$ cat src/rtl/cpu_pkg.sv
// Shared definitions for the control sequencer: opcodes, FSM states,
// instruction field positions and the decoded control bundle.
package cpu_pkg;

    localparam int IW = 20;
    localparam int PW = 8;

    localparam int OP_MSB  = 19;
    localparam int OP_LSB  = 16;
    localparam int FN_MSB  = 15;
    localparam int FN_LSB  = 12;
    localparam int RD_MSB  = 11;
    localparam int RD_LSB  = 8;
    localparam int RA_MSB  = 7;
    localparam int RA_LSB  = 4;
    localparam int RB_MSB  = 3;
    localparam int RB_LSB  = 0;
    localparam int IMM_MSB = 7;
    localparam int IMM_LSB = 0;

    localparam logic [3:0] OP_NOP  = 4'h0;
    localparam logic [3:0] OP_ALU  = 4'h1;
    localparam logic [3:0] OP_CMP  = 4'h2;
    localparam logic [3:0] OP_LDI  = 4'h3;
    localparam logic [3:0] OP_JMP  = 4'h4;
    localparam logic [3:0] OP_BZ   = 4'h5;
    localparam logic [3:0] OP_BC   = 4'h6;
    localparam logic [3:0] OP_HALT = 4'h7;

    typedef enum logic [2:0] {
        S_IDLE,
        S_FETCH,
        S_DECODE,
        S_EXECUTE,
        S_HALT
    } state_t;

    typedef struct packed {
        logic       alu_en;
        logic [3:0] alu_opcode;
        logic [7:0] user_write_data;
        logic [3:0] write_addr;
        logic [3:0] ra_addr;
        logic [3:0] rb_addr;
        logic       write_en;
    } ctrl_t;

    function automatic logic [3:0] ir_op(input logic [IW-1:0] ir);
        return ir[OP_MSB:OP_LSB];
    endfunction

endpackage

$ cat src/rtl/control_sequencer_decode.sv
// Purely combinational instruction decode: IR in, datapath controls
// and instruction class flags out.
module instr_decode
    import cpu_pkg::*;
(
    input  logic [IW-1:0] ir,
    output ctrl_t         ctrl,
    output logic          is_branch,
    output logic          is_halt,
    output logic          is_illegal,
    output logic          sets_flags
);

    always_comb begin
        ctrl       = '0;
        is_branch  = 1'b0;
        is_halt    = 1'b0;
        is_illegal = 1'b0;
        sets_flags = 1'b0;
        unique case (ir_op(ir))
            OP_NOP: ;
            OP_ALU, OP_CMP: begin
                ctrl.alu_en     = 1'b1;
                ctrl.alu_opcode = ir[FN_MSB:FN_LSB];
                ctrl.ra_addr    = ir[RA_MSB:RA_LSB];
                ctrl.rb_addr    = ir[RB_MSB:RB_LSB];
                ctrl.write_addr = ir[RD_MSB:RD_LSB];
                ctrl.write_en   = (ir_op(ir) == OP_ALU);
                sets_flags      = 1'b1;
            end
            OP_LDI: begin
                ctrl.user_write_data = ir[IMM_MSB:IMM_LSB];
                ctrl.write_addr      = ir[RD_MSB:RD_LSB];
                ctrl.write_en        = 1'b1;
            end
            OP_JMP, OP_BZ, OP_BC: is_branch = 1'b1;
            OP_HALT: is_halt = 1'b1;
            default: is_illegal = 1'b1;
        endcase
    end

endmodule

$ cat src/rtl/control_sequencer.sv
// Multi-cycle control sequencer: FETCH/DECODE/EXECUTE FSM, pc and
// zero/carry flags; datapath controls are asserted only in EXECUTE.
module control_sequencer
    import cpu_pkg::*;
(
    input  logic          clk,
    input  logic          rst_n,
    input  logic          start,
    output logic [PW-1:0] instr_addr,
    input  logic [IW-1:0] instr_data,
    output logic          alu_en,
    output logic [3:0]    alu_opcode,
    output logic [7:0]    user_write_data,
    output logic [3:0]    write_addr,
    output logic [3:0]    ra_addr,
    output logic [3:0]    rb_addr,
    output logic          write_en,
    input  logic          alu_zero,
    input  logic          alu_carry,
    output logic [PW-1:0] pc,
    output logic          running,
    output logic          halted,
    output logic          illegal_op
);

    state_t        state;
    logic [IW-1:0] ir;
    logic          zf;
    logic          cf;
    ctrl_t         dec;
    ctrl_t         ctrl;
    logic          is_branch;
    logic          is_halt;
    logic          is_illegal;
    logic          sets_flags;
    logic          taken;

    instr_decode u_dec (
        .ir         (ir),
        .ctrl       (dec),
        .is_branch  (is_branch),
        .is_halt    (is_halt),
        .is_illegal (is_illegal),
        .sets_flags (sets_flags)
    );

    // Gating on the state register lets reset kill write_en at once.
    assign ctrl = (state == S_EXECUTE) ? dec : '0;

    assign alu_en          = ctrl.alu_en;
    assign alu_opcode      = ctrl.alu_opcode;
    assign user_write_data = ctrl.user_write_data;
    assign write_addr      = ctrl.write_addr;
    assign ra_addr         = ctrl.ra_addr;
    assign rb_addr         = ctrl.rb_addr;
    assign write_en        = ctrl.write_en;
    assign instr_addr      = pc;

    always_comb begin
        taken = 1'b0;
        unique case (ir_op(ir))
            OP_JMP:  taken = is_branch;
            OP_BZ:   taken = is_branch & zf;
            OP_BC:   taken = is_branch & cf;
            default: taken = 1'b0;
        endcase
    end

    always_ff @(posedge clk or negedge rst_n) begin
        if (!rst_n) begin
            state      <= S_IDLE;
            pc         <= '0;
            ir         <= '0;
            zf         <= 1'b0;
            cf         <= 1'b0;
            running    <= 1'b0;
            halted     <= 1'b0;
            illegal_op <= 1'b0;
        end else begin
            unique case (state)
                S_IDLE, S_HALT: begin
                    if (start) begin
                        state      <= S_FETCH;
                        pc         <= '0;
                        illegal_op <= 1'b0;
                        running    <= 1'b1;
                        halted     <= 1'b0;
                    end
                end
                S_FETCH: state <= S_DECODE;
                S_DECODE: begin
                    ir    <= instr_data;
                    state <= S_EXECUTE;
                end
                S_EXECUTE: begin
                    if (sets_flags) begin
                        zf <= alu_zero;
                        cf <= alu_carry;
                    end
                    if (is_halt || is_illegal) begin
                        state      <= S_HALT;
                        running    <= 1'b0;
                        halted     <= 1'b1;
                        illegal_op <= is_illegal;
                    end else begin
                        state <= S_FETCH;
                        pc    <= taken ? ir[IMM_MSB:IMM_LSB] : pc + 8'd1;
                    end
                end
                default: state <= S_IDLE;
            endcase
        end
    end

endmodule

$ cat config.mk
export PLATFORM = sky130hd
export DESIGN_NAME = control_sequencer
export DESIGN_NICKNAME = d
export VERILOG_FILES = /design/src/rtl/cpu_pkg.sv /design/src/rtl/control_sequencer_decode.sv /design/src/rtl/control_sequencer.sv
export SDC_FILE = /design/constraint.sdc
export NUM_CORES = 1
export LEC_CHECK = 0
export ABC_AREA = 1
export ABC_CLOCK_PERIOD_IN_PS = 1200
export CAP_MARGIN = 20
export CORE_ASPECT_RATIO = 1.25
export CORE_MARGIN = 5
export CORE_UTILIZATION = 40
export DETAILED_ROUTE_END_ITERATION = 7
export HOLD_SLACK_MARGIN = 0.06
export PLACE_DENSITY = 0.76
export SYNTH_ARGS = -nofsm -noshare
export SYNTH_HDL_FRONTEND = slang
export SYNTH_SLANG_ARGS = --single-unit
$ cat constraint.sdc
create_clock -name clk -period 1.2 [get_ports clk]
set_clock_uncertainty 0.05 [all_clocks]
set_input_delay 0.12 -clock clk [delete_from_list [all_inputs] [get_ports clk]]
set_output_delay 0.12 -clock clk [all_outputs]
set_load 0.01 [all_outputs]
==> flow_summary.rst, run 1 <==
Implementation results
======================

.. list-table::
   :header-rows: 1

   * - Metric
     - Value
   * - Vias/cell
     - 5.21
   * - Avg Cell Area, Syn
     - 7.78 sq um
   * - Critical Path Start
     - state[2]
   * - Number of levels in the clock H-tree
     - 2
   * - Switching part of the total
     - 0.451
   * - Largest power group
     - combinational logic
   * - Count of final setup violators
     - 62
   * - Synth Area in XOR/XNOR
     - 0.00460
   * - Data arrival time of the worst path
     - 1.64 ns
   * - Longest individual stage delay on the worst path
     - 0.40 ns
   * - Clk. pwr
     - 0.847 mW
   * - Power share of the sequential group
     - 0.238
   * - Share of the yosys chip area belonging to registers
     - 0.473
   * - Number of standard cells in the layout, taps in and fillers out
     - 428
   * - Class of the most critical hold timing path
     - in -> async
   * - Clock network fraction of design power
     - 0.093
   * - Setup slack, reg-to-reg
     - -0.39 ns
   * - Gate count of the mapped netlist
     - 245
   * - Number of clock buffers inserted by TritonCTS
     - 5
   * - Syn. warnings
     - 0
   * - Crit path depth
     - 8
   * - CTS Root Cell
     - sky130_fd_sc_hd__clkbuf_8
   * - Count of boundary I/O pins
     - 70
   * - Most frequent cell after synthesis
     - sky130_fd_sc_hd__nand2_1
   * - Antenna Nets Post-Route
     - 0
   * - Peak supply drop
     - 1.97 mV
   * - Register bit total from synthesis
     - 36
   * - Worst setup path endpoint
     - user_write_data[3]
   * - Clock slew at reported path FFs
     - 0.07 ns
   * - Adder and majority gate portion of the synthesized area
     - 0.00657
   * - Worst relative slew slack
     - 0.716
   * - Total half-perimeter wirelength after legalization and detailed placement
     - 4120 um
   * - First drt pass iteration count
     - 4
   * - Die ar.
     - 6250 sq um
   * - Post-synthesis simple-gate area fraction
     - 0.306
   * - Vias in the first global route
     - 2211
   * - First-pass GRT wire length
     - 10600 um
   * - Drt first-iter violations
     - 151
   * - Logic cell area
     - 1260 sq um
   * - Number of antenna violations at the first check in global routing
     - 0
   * - Floorplan die height
     - 87.2 um
   * - Worst hold slack after final layout
     - 0.276 ns
   * - Setup repair after global routing missed its margin
     - yes
   * - Sequential cell area
     - 906 sq um
   * - Worst reg2reg startpoint
     - state[1]
   * - Most numerous cell types in the synthesized netlist
     - sky130_fd_sc_hd__nand2_1, sky130_fd_sc_hd__nor2_1, sky130_fd_sc_hd__dfrtp_1
   * - Violations in the final reports
     - negative setup slack
   * - Part of the power in combinational logic
     - 0.669
   * - Endpoint of the worst register-to-register path
     - instr_addr[3]
   * - Area growth from synthesis to layout
     - 94.4%
   * - Area share of the leading cell type in the synthesized netlist
     - 0.473
   * - Type of the setup path with the least slack
     - reg -> out
   * - Register with the most flip-flops
     - ir
   * - Power Density
     - 2450 nW/um^2
   * - Number of enable-type register cells in the synthesized netlist
     - 0
   * - Leakage power of the design
     - 1.82 nW
   * - Placed cell areas
     - 2990 sq um
   * - Maximum number of pins on one net before global-route repair
     - 21
   * - Layout filler cell count
     - 265
   * - FFs w/ async S/R, synth
     - 1.00
   * - Total global routing overflow
     - 0
   * - Max-slew violations
     - 0
   * - Pre-CTS setup slack
     - -0.633 ns
   * - Worst-case reg-to-reg path depth
     - 9
   * - Met1 layer wirelength in the final routing
     - 2790 um
   * - Area of the synthesized netlist per yosys stat
     - 1910 sq um
   * - TritonCTS clock tree
     - built
   * - Sum of met3 wire segment lengths after detailed routing
     - 388 um
   * - Achievable Freq
     - 552 MHz
   * - Measured slew at the worst slew-check pin
     - 0.426 ns
   * - Number of port buffers
     - 69
   * - Combinational family with the most area after synthesis
     - simple AND/OR/NAND/NOR gates
   * - Count of hold buffers inserted by post-cts repair
     - 1
   * - Synthesized area
     - 1910 sq um
   * - Synthesized-area fraction occupied by ao, oa, aoi and oai cells
     - 0.0683
   * - P_seq
     - 2.16 mW
   * - Max clock buf depth
     - 2
   * - Max-cap violations
     - 0
   * - Biggest fanout along the worst timing path
     - 8
   * - Met2 Routed Length
     - 4400 um
   * - Final antenna diode count
     - 0
   * - Power consumed by combinational cells
     - 6.07 mW
   * - Final count of hold timing violations
     - 0
   * - Fraction of final layout cells sized beyond drive strength 1
     - 0.519
   * - Die span in x
     - 71.7 um
   * - Buffers and inverters on the worst path
     - 3
   * - Post-route standard cell area excluding fillers
     - 3700 sq um
   * - Clock latency reported for the late side of the worst-skew pair
     - 0.29 ns
   * - Cell type group with the largest total delay on the critical path
     - simple AND/OR/NAND/NOR gates
   * - Clock sink count
     - 36
   * - Distinct cells, synth
     - 24
   * - PostCTS Resize Cnt
     - 193
   * - Max reg flops
     - 20
   * - Time the final worst path needs with I/O delays and setup
     - 1.81 ns
   * - Ratio of final minimum period to clock period
     - 1.51
   * - Critical path capture point type
     - output pin
   * - Count of standard-cell rows
     - 28
   * - Mux share of post-synthesis cell area
     - 0.0295
   * - Setup tns final
     - -23.70 ns
   * - Net count after synthesis
     - 271
   * - Startpoint types
     - register
   * - Number of remaining DRC errors
     - 0
   * - Pint
     - 4.98 mW
   * - Stage-log warning count
     - 29
   * - Post-synth top flop
     - sky130_fd_sc_hd__dfrtp_1
   * - Cell-by-cell trace of the critical path
     - inv_2 -> nand3_4 -> inv_4 -> nand2_4 -> nor2_4 -> nand2_8 -> nor2_2 -> buf_2
   * - Yosys cell count
     - 245
   * - Inst Count DP
     - 394
   * - Cell taking the most area after synthesis
     - sky130_fd_sc_hd__dfrtp_1
   * - Setup Fix Bufs, Post-CTS
     - 22
   * - Req. time, crit path
     - 1.03 ns
   * - Top cells by area in the synthesized netlist
     - sky130_fd_sc_hd__dfrtp_1, sky130_fd_sc_hd__nand2_1, sky130_fd_sc_hd__nor2_1, sky130_fd_sc_hd__nand3_1, sky130_fd_sc_hd__inv_1
   * - Final weighted congestion of routability-driven global placement
     - 0.813
   * - Slowest library cell on the worst path
     - sky130_fd_sc_hd__dfrtp_1
   * - Fin worst setup slack
     - -0.612 ns
   * - Net switching power of the design
     - 4.10 mW
   * - Total number of nets in the final design
     - 393
   * - Result of the run
     - finished with violations
   * - Initial standard-cell utilization of the core
     - 0.406
   * - Uppermost metal layer occupied by signal nets
     - met4
   * - Placeable core region
     - 4690 sq um
   * - Total chip power
     - 9.08 mW
-- run 1: metal layers --
metal / up-vias / track usage
li1: 1010 / -
met1: 1099 / 0.243
met2: 89 / 0.404
met3: 31 / 0.0450
met4: 0 / 0.106
met5: - / 0
-- run 1: area by class of cell --
class	count	area share
multi-input cells	164	0.340
repair buffers	126	0.337
flip-flops and latches	36	0.245
inverters	34	0.0361
clock buffers	7	0.0206
well taps	60	0.0203
clock inverters	1	0.00135
-- run 1: cell usage in the layout, fill, tap and decap left out, types with 2 or more instances in the layout --
cell and n:
sky130_fd_sc_hd__inv_1 24, sky130_fd_sc_hd__nor2_4 33, sky130_fd_sc_hd__clkbuf_1 2, sky130_fd_sc_hd__nand2_1 39, sky130_fd_sc_hd__dfrtp_2 4, sky130_fd_sc_hd__clkinv_2 2
sky130_fd_sc_hd__buf_4 37, sky130_fd_sc_hd__clkdlybuf4s50_1 23, sky130_fd_sc_hd__nand3_4 3, sky130_fd_sc_hd__nand3_1 22, sky130_fd_sc_hd__buf_12 3, sky130_fd_sc_hd__inv_4 2
sky130_fd_sc_hd__mux2_4 5, sky130_fd_sc_hd__o21ai_2 3, sky130_fd_sc_hd__buf_2 8, sky130_fd_sc_hd__nand2_2 7, sky130_fd_sc_hd__dfrtp_1 32, sky130_fd_sc_hd__buf_16 3
sky130_fd_sc_hd__nor2_2 9, sky130_fd_sc_hd__nor2_1 8, sky130_fd_sc_hd__inv_2 7, sky130_fd_sc_hd__nand2_4 5, sky130_fd_sc_hd__clkbuf_8 5, sky130_fd_sc_hd__buf_6 31
sky130_fd_sc_hd__a21oi_4 2, sky130_fd_sc_hd__a21oi_2 13, sky130_fd_sc_hd__o21ai_1 3, sky130_fd_sc_hd__nand3_2 2, sky130_fd_sc_hd__dlygate4sd2_1 18
Figure 1. Layout detail (run 1).
Bar = 5 um. Window x 44 to 64, y 55 to 75 um. Cells in gray, sequential cells in the stronger gray; small squares are vias.
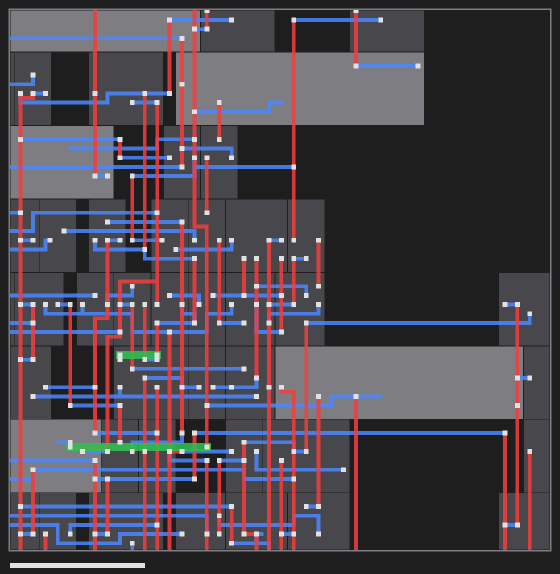
[red] M2
[blue] M1
[green] M3
netlist names of flops here include: instr_addr (3)
most frequent: nand2_1 (13), nand3_1 (6), buf_4 (5)
cells with their middle in the window: 39
sequential cells in the window: 3

Figure 2. Wire density map (run 1).
The die is cut into 14 by 17 equal tiles; white is low, dark blue is high, scaled to the fullest tile. Values are wire area over tile area, all layers added.
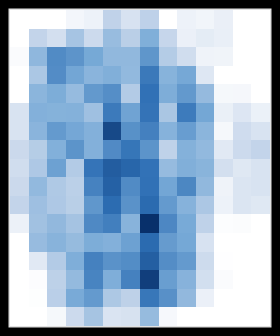
densest ninth of the die: center
tiles over half the peak: 27%
fullest tile: 0.62
Avg WL per Cell: 18.6 um
total vias in the final route: 2229
final routed wirelength across all metal layers: 7980 um
GRT Total Usage: 0.222

Figure 3. Routing congestion map (run 1).
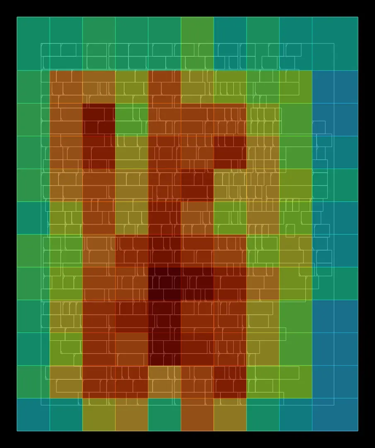
met2 layer usage reported by global route: 0.404
most heavily used metal layer in global routing: met2
core utilization of the finished layout: 0.789
global routing met3 resource utilization: 0.0450

## Run 2: what changed since run 1
--- a/config.mk
+++ b/config.mk
@@ -12,6 +12,7 @@
 export CORE_MARGIN = 5
 export CORE_UTILIZATION = 40
 export DETAILED_ROUTE_END_ITERATION = 7
+export GPL_TIMING_DRIVEN = 1
 export HOLD_SLACK_MARGIN = 0.06
 export PLACE_DENSITY = 0.76
 export SYNTH_ARGS = -nofsm -noshare
Figure 4. The metal 1 layer (run 2).
Bar = 20 um. Cells faint in the background.
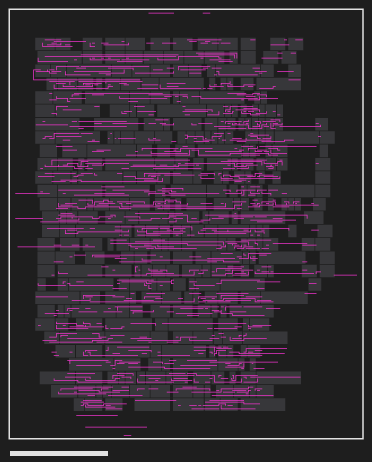
share of all routed wire: 35%
wire length on this layer: 2790 um
nets with wire on the layer: 341
main direction: horizontal
longest straight run: 28.1 um
GR met1 Demand/Resource: 0.243

==> run 2 against run 1 <==
Net effect:
- the flow still finishes with violations (negative setup slack)
- count of clock-buffer cells in the layout is the same
- power is the same
- register-to-register slack is essentially flat
- via count is the same
- first-iteration DRC count is the same
- wire length is the same
- maximum frequency is the same
- sequential share of layout area is the same
- utilization is the same
- global-route usage is the same
==> flow_summary.rst, run 2 <==
Implementation results
======================

.. list-table::
   :header-rows: 1

   * - Metric
     - Value
   * - Leakage power of the design
     - 1.82 nW (unchanged)
   * - Data arrival time of the worst path
     - 1.64 ns (about the same)
   * - Vias in the first global route
     - 2211 (unchanged)
   * - Most common cell after layout, fill and taps aside
     - sky130_fd_sc_hd__nand2_1
   * - Number of remaining DRC errors
     - 0 (unchanged)
   * - Worst hold slack after final layout
     - 0.276 ns (unchanged)
   * - Total half-perimeter wirelength after legalization and detailed placement
     - 4120 um (unchanged)
   * - Area growth from synthesis to layout
     - 94.4% (unchanged)
   * - Gate count of the mapped netlist
     - 245 (unchanged)
   * - Fin worst setup slack
     - -0.612 ns (unchanged)
   * - Post-route standard cell area excluding fillers
     - 3700 sq um (unchanged)
   * - GRT Total Usage
     - 0.222 (unchanged)
   * - Final routed wirelength across all metal layers
     - 7980 um (unchanged)
   * - CTS Root Cell
     - sky130_fd_sc_hd__clkbuf_8
   * - Type of the setup path with the least slack
     - reg -> out
   * - Total chip power
     - 9.08 mW (unchanged)
   * - Count of hold buffers inserted by post-cts repair
     - 1 (unchanged)
   * - Class of the most critical hold timing path
     - in -> async
   * - Critical Path Start
     - state[2]
   * - Violations in the final reports
     - negative setup slack
   * - Worst-case reg-to-reg path depth
     - 9 (unchanged)
   * - Avg WL per Cell
     - 18.6 um (unchanged)
   * - Inst Count DP
     - 394 (unchanged)
   * - Biggest fanout along the worst timing path
     - 8 (unchanged)
   * - Max-cap violations
     - 0 (unchanged)
   * - Stage-log warning count
     - 29 (unchanged)
   * - Number of antenna violations at the first check in global routing
     - 0 (unchanged)
   * - Result of the run
     - finished with violations
   * - Worst setup path endpoint
     - user_write_data[3]
   * - Met2 layer usage reported by global route
     - 0.404 (unchanged)
   * - Avg Cell Area, Syn
     - 7.78 sq um (unchanged)
   * - Top cells by area in the synthesized netlist
     - sky130_fd_sc_hd__dfrtp_1, sky130_fd_sc_hd__nand2_1, sky130_fd_sc_hd__nor2_1, sky130_fd_sc_hd__nand3_1, sky130_fd_sc_hd__inv_1
   * - Clock latency reported for the late side of the worst-skew pair
     - 0.29 ns (about the same)
   * - Global routing met3 resource utilization
     - 0.0450 (unchanged)
   * - Share of the yosys chip area belonging to registers
     - 0.473 (unchanged)
   * - Drt first-iter violations
     - 151 (unchanged)
   * - Yosys cell count
     - 245 (unchanged)
   * - Core utilization of the finished layout
     - 0.789 (unchanged)
   * - Total vias in the final route
     - 2229 (unchanged)
   * - Clock slew at reported path FFs
     - 0.07 ns (about the same)
   * - Number of clock buffers inserted by TritonCTS
     - 5 (unchanged)
   * - Endpoint of the worst register-to-register path
     - instr_addr[3]
   * - Distinct cells, synth
     - 24 (unchanged)
   * - Vias/cell
     - 5.21 (unchanged)
   * - Measured slew at the worst slew-check pin
     - 0.426 ns (unchanged)
   * - Setup Fix Bufs, Post-CTS
     - 22 (unchanged)
   * - Most heavily used metal layer in global routing
     - met2
   * - Net count after synthesis
     - 271 (unchanged)
   * - Ratio of final minimum period to clock period
     - 1.51 (unchanged)
   * - Total global routing overflow
     - 0 (unchanged)
   * - Number of standard cells in the layout, taps in and fillers out
     - 428 (unchanged)
   * - Maximum number of pins on one net before global-route repair
     - 21 (unchanged)
   * - First drt pass iteration count
     - 4 (unchanged)
   * - Setup tns final
     - -23.70 ns (unchanged)
   * - Syn. warnings
     - 0 (unchanged)
   * - Pre-CTS setup slack
     - -0.633 ns (unchanged)
   * - Number of port buffers
     - 69 (unchanged)
   * - Count of final setup violators
     - 62 (unchanged)
   * - Number of enable-type register cells in the synthesized netlist
     - 0 (unchanged)
   * - Number of levels in the clock H-tree
     - 2 (unchanged)
   * - Placed cell areas
     - 2990 sq um (unchanged)
   * - Max clock buf depth
     - 2 (unchanged)
Figure 5. Layout detail (run 2).
Bar = 5 um. Window x 44 to 64, y 55 to 75 um. Cells in gray, sequential cells in the stronger gray; small squares are vias.
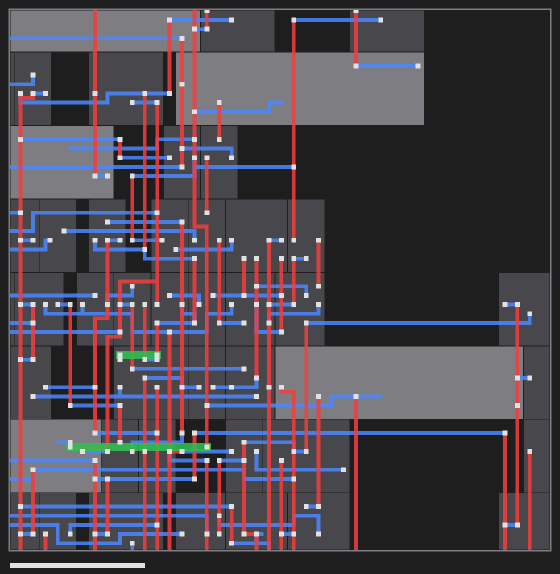
[blue] M1
[red] M2
[green] M3
cells with their middle in the window: 39
netlist names of flops here include: instr_addr (3)
most frequent: nand2_1 (13), nand3_1 (6), buf_4 (5)
sequential cells in the window: 3

[run 2: cell counts after synthesis]
Identical to the previous run, type by type.
[run 2: routing by layer]
layer / share of wire / wire length (um)
met1: 0.35 / 2790
met2: 0.55 / 4400
met3: 0.049 / 388
met4: 0.049 / 388
met5: 0 / 0
[run 2: how the worst min path moves through the flow]
stage	end	cells past startpoint
after floorplan	cf	0
after global placement	illegal_op	1
after detailed placement	zf	1
after CTS	state[0]	2
after global routing	running	2
final	state[2]	2
[run 2: where the power goes]
part	switching (mW)	total [mW]	internal [mW]
clock	0.439	0.847	0.408
sequential	0.363	2.16	1.80
combinational	3.29	6.07	2.78
[run 2: cell type report]
class	count	area, sq um	area share
Clock buffer	7	76.3	0.0206
Clock inverter	1	5.00	0.00135
Inverter	34	134	0.0361
Multi-Input combinational cell	164	1260	0.340
Sequential cell	36	906	0.245
Tap cell	60	75.1	0.0203
Timing Repair Buffer	126	1250	0.337
[run 2: critical path, stage by stage, from the launching register on]
cell	delay, ns
sky130_fd_sc_hd__dfrtp_1	0.40
sky130_fd_sc_hd__inv_2	0.10
sky130_fd_sc_hd__nand3_4	0.09
sky130_fd_sc_hd__inv_4	0.10
sky130_fd_sc_hd__nand2_4	0.05
sky130_fd_sc_hd__nor2_4	0.18
sky130_fd_sc_hd__nand2_8	0.14
sky130_fd_sc_hd__nor2_2	0.11
sky130_fd_sc_hd__buf_2	0.16
[run 2: kinds of logic (layout without fill, tap and decap cells)]
kind of cell	Yosys count	after routing	synth area share
AOI/OAI and AO/OA	25	25	0.0683
buffers and inverters	46	168	0.112
xor gates and xnor gates	1	1	0.00460
DFF	36	36	0.473
adders and majority gates	1	1	0.00656
muxes	5	5	0.0295
and+or+nand+nor	131	132	0.306
Power and IR drop assume default switching activity.
